Fig. 1: PDN straps and rails
Scale bar: 20 um. Pins as bars on the die edge.
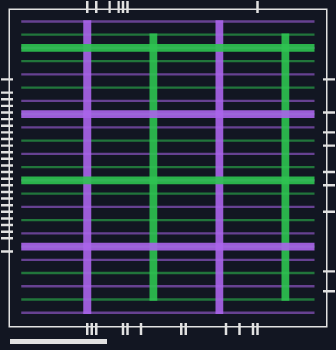
Fig. 2: placement by cell class
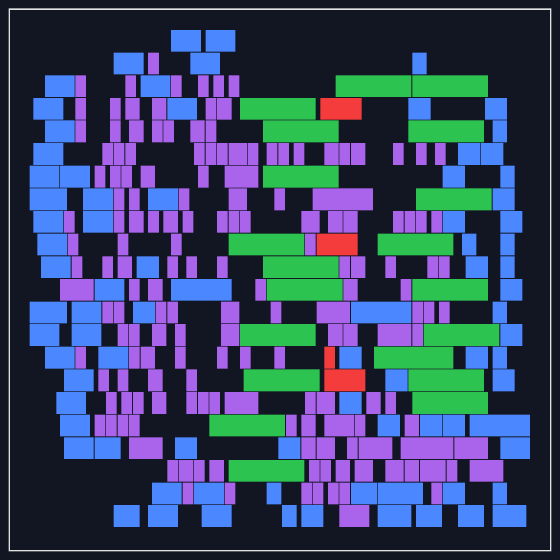
`src/rtl/s2_pipe.sv`:
```
// s2_pipe: gated-select 2^K:1 word mux feeding a DEPTH-stage valid/ready pipeline with flush.
// Optional feature S2_PIPE_SEL_OUT_EN adds sel_out, the select value carried alongside each word.
module s2_pipe #(
  parameter int             N      = 8,
  parameter int             K      = 2,
  parameter logic [K-1:0]   OPMASK = 2'b10,
  parameter int             DEPTH  = 2
) (
  input  logic                         clk,
  input  logic                         clr,
  input  logic                         flush,
  input  logic [N*(2**K)-1:0]          D,
  input  logic [K-1:0]                 A,
  input  logic [K-1:0]                 B,
  input  logic                         in_valid,
  output logic                         in_ready,
  output logic [N-1:0]                 out_data,
  output logic                         out_valid,
  input  logic                         out_ready,
  output logic [$clog2(DEPTH+1)-1:0]   occ
`ifdef S2_PIPE_SEL_OUT_EN
  ,
  output logic [K-1:0]                 sel_out
`endif
);

  localparam int NCH = 2**K;

  logic [K-1:0]     sel;
  logic [N-1:0]     words [NCH];
  logic [N-1:0]     rm;
  logic [DEPTH-1:0] vld;
  logic [N-1:0]     dat [DEPTH];
  logic [DEPTH-1:0] rdy;
  logic             accept;
  logic             consume;

  always_comb begin
    sel = '0;
    for (int i = 0; i < K; i++) begin
      sel[i] = OPMASK[i] ? (A[i] | B[i]) : (A[i] & B[i]);
    end
  end

  for (genvar c = 0; c < NCH; c++) begin : g_words
    assign words[c] = D[c*N +: N];
  end

  assign rm = words[sel];

  // A stage can load when it or any stage downstream of it holds a bubble,
  // or when the consumer drains the head; written per stage to keep the chain flat.
  for (genvar j = 0; j < DEPTH; j++) begin : g_rdy
    assign rdy[j] = out_ready | ~(&vld[DEPTH-1:j]);
  end

  assign in_ready  = rdy[0];
  assign out_valid = vld[DEPTH-1];
  assign out_data  = dat[DEPTH-1];
  assign accept    = in_valid & rdy[0];
  assign consume   = vld[DEPTH-1] & out_ready;

  // NOTE: dat is reset too, because out_data must read 0 while clr is asserted;
  // this is a handful of flops, not a RAM, so the reset costs nothing structurally.
  always_ff @(posedge clk or negedge clr) begin
    if (!clr) begin
      vld <= '0;
      occ <= '0;
      for (int j = 0; j < DEPTH; j++) begin
        dat[j] <= '0;
      end
    end else if (flush) begin
      vld <= '0;
      occ <= '0;
    end else begin
      if (rdy[0]) begin
        vld[0] <= in_valid;
        dat[0] <= rm;
      end
      for (int j = 1; j < DEPTH; j++) begin
        if (rdy[j]) begin
          vld[j] <= vld[j-1];
          dat[j] <= dat[j-1];
        end
      end
      case ({accept, consume})
        2'b10:   occ <= occ + 1'b1;
        2'b01:   occ <= occ - 1'b1;
        default: occ <= occ;
      endcase
    end
  end

`ifdef S2_PIPE_SEL_OUT_EN
  logic [K-1:0] sq [DEPTH];

  // Select tags follow the data registers exactly but survive flush.
  always_ff @(posedge clk or negedge clr) begin
    if (!clr) begin
      for (int j = 0; j < DEPTH; j++) begin
        sq[j] <= '0;
      end
    end else if (!flush) begin
      if (rdy[0]) begin
        sq[0] <= sel;
      end
      for (int j = 1; j < DEPTH; j++) begin
        if (rdy[j]) begin
          sq[j] <= sq[j-1];
        end
      end
    end
  end

  assign sel_out = sq[DEPTH-1];
`endif

endmodule
```
`config.mk`:
```
export PLATFORM = sky130hd
export DESIGN_NAME = s2_pipe
export DESIGN_NICKNAME = d
export VERILOG_FILES = /design/src/rtl/s2_pipe.sv
export SDC_FILE = /design/constraint.sdc
export NUM_CORES = 1
export LEC_CHECK = 0
export ABC_AREA = 1
export ABC_CLOCK_PERIOD_IN_PS = 1100
export CORE_MARGIN = 2
export CORE_UTILIZATION = 35
export CTS_CLUSTER_DIAMETER = 30
export DETAILED_ROUTE_END_ITERATION = 12
export PLACE_DENSITY_LB_ADDON = 0.3
export SLEW_MARGIN = 40
export SYNTH_ARGS = -nofsm -noshare
export SYNTH_HDL_FRONTEND = slang
export SYNTH_SLANG_ARGS = --single-unit
```
`constraint.sdc`:
```
create_clock -name clk -period 1.1 [get_ports clk]
set_clock_uncertainty 0.2 [all_clocks]
set_input_delay 0.22 -clock clk [delete_from_list [all_inputs] [get_ports clk]]
set_output_delay 0.22 -clock clk [all_outputs]
set_load 0.01 [all_outputs]
```
==> run summary <==
Notes on the physical implementation.

- Per the skew report, the later register of the worst-skew pair sees a clock latency of 0.25 ns.
- The timing report shows that the slowest cell on the worst path is sky130_fd_sc_hd__dfrtp_2.
- The count of vias placed by the detailed router is 1337, for reference.
- The setup slack of the critical path after layout is -0.198 ns, for reference.
- Max fanout on the critical path was recorded as 3.
- The worst pin sits at a relative slew slack of 85.3%.
- The post-synth count of flops with an enable pin is 0.
- The signed area change from the synthesized netlist to the final layout is 64.8%, for reference.
- Pin placement for this block handled 53 I/O pins.
- Once detail routing completed, the nets flagged for antenna violations numbered 0.
- Among all flip-flop cells after synthesis, the most frequent one is sky130_fd_sc_hd__dfrtp_1.
- The initial antenna violation count is 0, for reference.
- The amount of wire on met3 after detailed routing is 147 um, for reference.
- The number of buffers on the longest clock path is 2, for reference.
- The layout summary lists the proportion of cells stronger than drive strength 1 as 26.9%.
- At the pin with the least slew margin, the transition time is 0.220 ns.
- The die footprint is 4210 um2, for reference.
- TritonCTS built the clock tree.
- The worst-case IR drop observed on VDD is 0.000444 V.
- The share of the yosys chip area belonging to registers is 38.5%, for reference.
- The synthesis report lists the most area-consuming cells as sky130_fd_sc_hd__dfrtp_1, sky130_fd_sc_hd__nand2_1, sky130_fd_sc_hd__inv_1.
- The detailed-route wire length on metal 1 is 1240 um, for reference.
- The worst stage delay on the critical path is 0.44 ns, for reference.
- The total setup violations reported at the end of the flow is 31, for reference.
- 0 antenna diodes ended up in the layout.
- The final weighted congestion in routability-driven placement is 0.795, for reference.
- In this run the power density over the cells is 979 nW/um2.
- The top routing layer in use is met4, for reference.
- The highest clock rate is 771 MHz, for reference.
- Per the post-synthesis report, the nets total 236.
- The count of input and output buffers is 52, for reference.
- The leakage power is 1.22 nW, for reference.
- The maximum number of pins on one net before global-route repair is 21, for reference.
- Counting only logic cells after layout, the most numerous master is sky130_fd_sc_hd__nand2_1.
- The detailed-route vias per instance is 4.19, for reference.
- The number of DRC markers after the initial detailed-route iteration is 53, for reference.
- The final number of max-transition violations is 0, for reference.
- Buffers inserted during clock tree synthesis total 3.
- The path class of the lowest-slack min-delay path is input pin to asynchronous set/reset pin, for reference.
- The summed instance area of the synthesized netlist is 1300 um2, for reference.
- The detailed-placement wirelength estimate is 2140 um, for reference.
- The synthesized area per cell is 6.66 um2, for reference.
- In this run the number of H-tree levels came out at 1.
- The critical path in this run is classified as flop to primary output.
- In the post-synthesis netlist, the cell with the most instances is sky130_fd_sc_hd__nand2_1.
- The global router's overall resource usage is 14.9%, for reference.
- The data required time reported for the critical path is 0.68 ns.
- The synthesized netlist was found by Yosys to have 195 cells.
- The clock transition at the registers of the reported paths is 0.07 ns, for reference.
- Counting endpoints that fail hold in the final report gives 0.
- The root buffer selected by CTS is sky130_fd_sc_hd__clkbuf_8, for reference.
- Per the run summary, max-cap violations total 0.
- The run finished, with violations left.
- The routed wire length is 2790 um, for reference.
- Setup repair after global routing could not meet its margin everywhere.
- The script reports the combined buffer and inverter count of the critical path as 1.
- For this run, asynchronously set or reset flops after synthesis account for 100%.
- The area of the multi-input gates is 667 um2, for reference.
- The setup total negative slack is -3.18 ns, for reference.
- The kind of launch point of the worst setup path is a flop, for reference.
- The via count of the first global-routing pass is 1233, for reference.
- The synthesis warning total is 0, for reference.
- The final global-route overflow total is 0, for reference.
- The wire length on met2 is 1350 um, for reference.
- For this run, the chip area from Yosys synthesis comes to 1300 um2.
- The tally of non-filler cells in the final layout is 319, for reference.
- In this run the tools logged warnings totalling 29.
- The register area is 502 um2, for reference.
- The pre-antenna-repair detailed-routing pass consisted of 4 iterations.
- The DRC violation count after routing is 0, for reference.
- The checks that failed: setup timing.
- The number of instances in the synthesized netlist is 195, for reference.
- On the critical path the data arrives at 0.88 ns.
- The synthesized design spends more area on one cell type than any other, namely sky130_fd_sc_hd__dfrtp_1.
- The filler cell count in the final layout is 353, for reference.
- The number of placed instances, taps included, is 304.
- For the finished layout, the period the worst path requires is 1.30 ns.
- For reference, the top cells by count after synthesis are sky130_fd_sc_hd__nand2_1, sky130_fd_sc_hd__inv_1, sky130_fd_sc_hd__nand3_1.
- Traced cell by cell, the critical path runs through nand3_4 > buf_6.
- The total number of clock tree sinks is 20, for reference.
- Dividing the final minimum period by the clock period gives 118%.
- TritonRoute output was used to compute an average wire per cell of 8.74 um.
- In the layout the commonest cells are sky130_fd_sc_hd__nand2_1, sky130_fd_sc_hd__clkdlybuf4s50_1, sky130_fd_sc_hd__inv_1, sky130_fd_sc_hd__buf_4, sky130_fd_sc_hd__nand3_1.
- The gate family responsible for the most delay along the worst path is flip-flops, for reference.
- The endpoint class of the critical path is a primary output, for reference.
- The number of nets at the end of the flow is 313, for reference.
- The gate-level netlist out of Yosys references 17 unique cell types.
- The area fraction of the largest cell type after synthesis is 38.5%.
- The register bit total from synthesis is 20, for reference.
Back to the opening pictures, Fig. 1:
[VSS] purple
[VDD] green
rows: 22
met1 rails: 23
CORE AREA: 3610 um2
overall die width: 64.9 um

Back to the opening pictures, Fig. 2:
[remaining logic cells] purple | cells: 165 | share of their area: 38%
[clock drivers and dummy loads] red | cells: 4 | share of their area: 2.2%
[remaining buffers and delay cells] blue | cells: 82 | share of their area: 36%
[registers] green | cells: 20 | share of their area: 24%
final core utilization: 59.4%
post-route cell area: 2140 um2
Seq area share: 23.4%
std cell rows: 22

==> report_power, final <==
group          internal [W]  switching, W
registers          0.000832     0.0000491
clock network      0.000257      0.000213
logic              0.000418      0.000325
==> path summary, 6_finish.rpt <==
path                       startpoint  cells past startpoint  slack [ns]       end
setup / recovery               vld[1]                      2       -0.20  in_ready
hold / removal                    clr                      2        0.11    vld[0]
setup reg to reg               vld[1]                      7       -0.17    occ[1]
hold reg to reg               dat[11]                      2        0.28   dat[11]
max in group asynchronous         clr                      2        0.45    vld[1]
min in group clk                flush                      3        0.21    vld[0]
==> repair_timing <==
item | in CTS | in global routing
resized | 67 | 14
endpoints found under the setup margin | 32 | 32
gates cloned | 0 | 1
hold buffers | 0 | 0
pin swaps | 5 | 4
setup buffers | 5 | 5
==> kinds of logic after synthesis <==
logic type	count (synthesis)	synth area share [%]
flip-flops	20	38.5
AND-OR/OR-AND	11	4.24
buffers and inverters	43	16.2
AND/OR/NAND/NOR	121	41.0
==> state kept, by name (all words and copies together) (netlist names) <==
name	flops
dat	8
out_data	8
vld	2
occ	2
==> stage by stage <==
stage          setup slack (ns)  util [%]  hold slack (ns)  power, W
2_1_floorplan           -0.0761         -           -0.276   0.00124
3_3_place_gp             -0.675      55.0            0.258   0.00158
3_5_place_dp             -0.683      55.0            0.259   0.00159
4_1_cts                  -0.197      56.9            0.108   0.00207
5_1_grt                  -0.238      59.4            0.120   0.00226
6_report                 -0.198      59.4            0.109   0.00210
==> cell type report <==
cell class,count,share of cell area (%)
repair buffers,82,34.5
multi-input cells,133,31.2
flip-flops and latches,20,23.4
inverters,32,5.96
well taps,48,2.81
clock buffers,4,2.10
==> metal layers <==
layer  vias to the layer above  track usage (%)
met3                         4             1.56
met4                         0             7.98
met2                        40             24.5
met5                         -                0
met1                       560             19.0
li1                        733                -
Power is estimated from default activity; no workload was simulated.
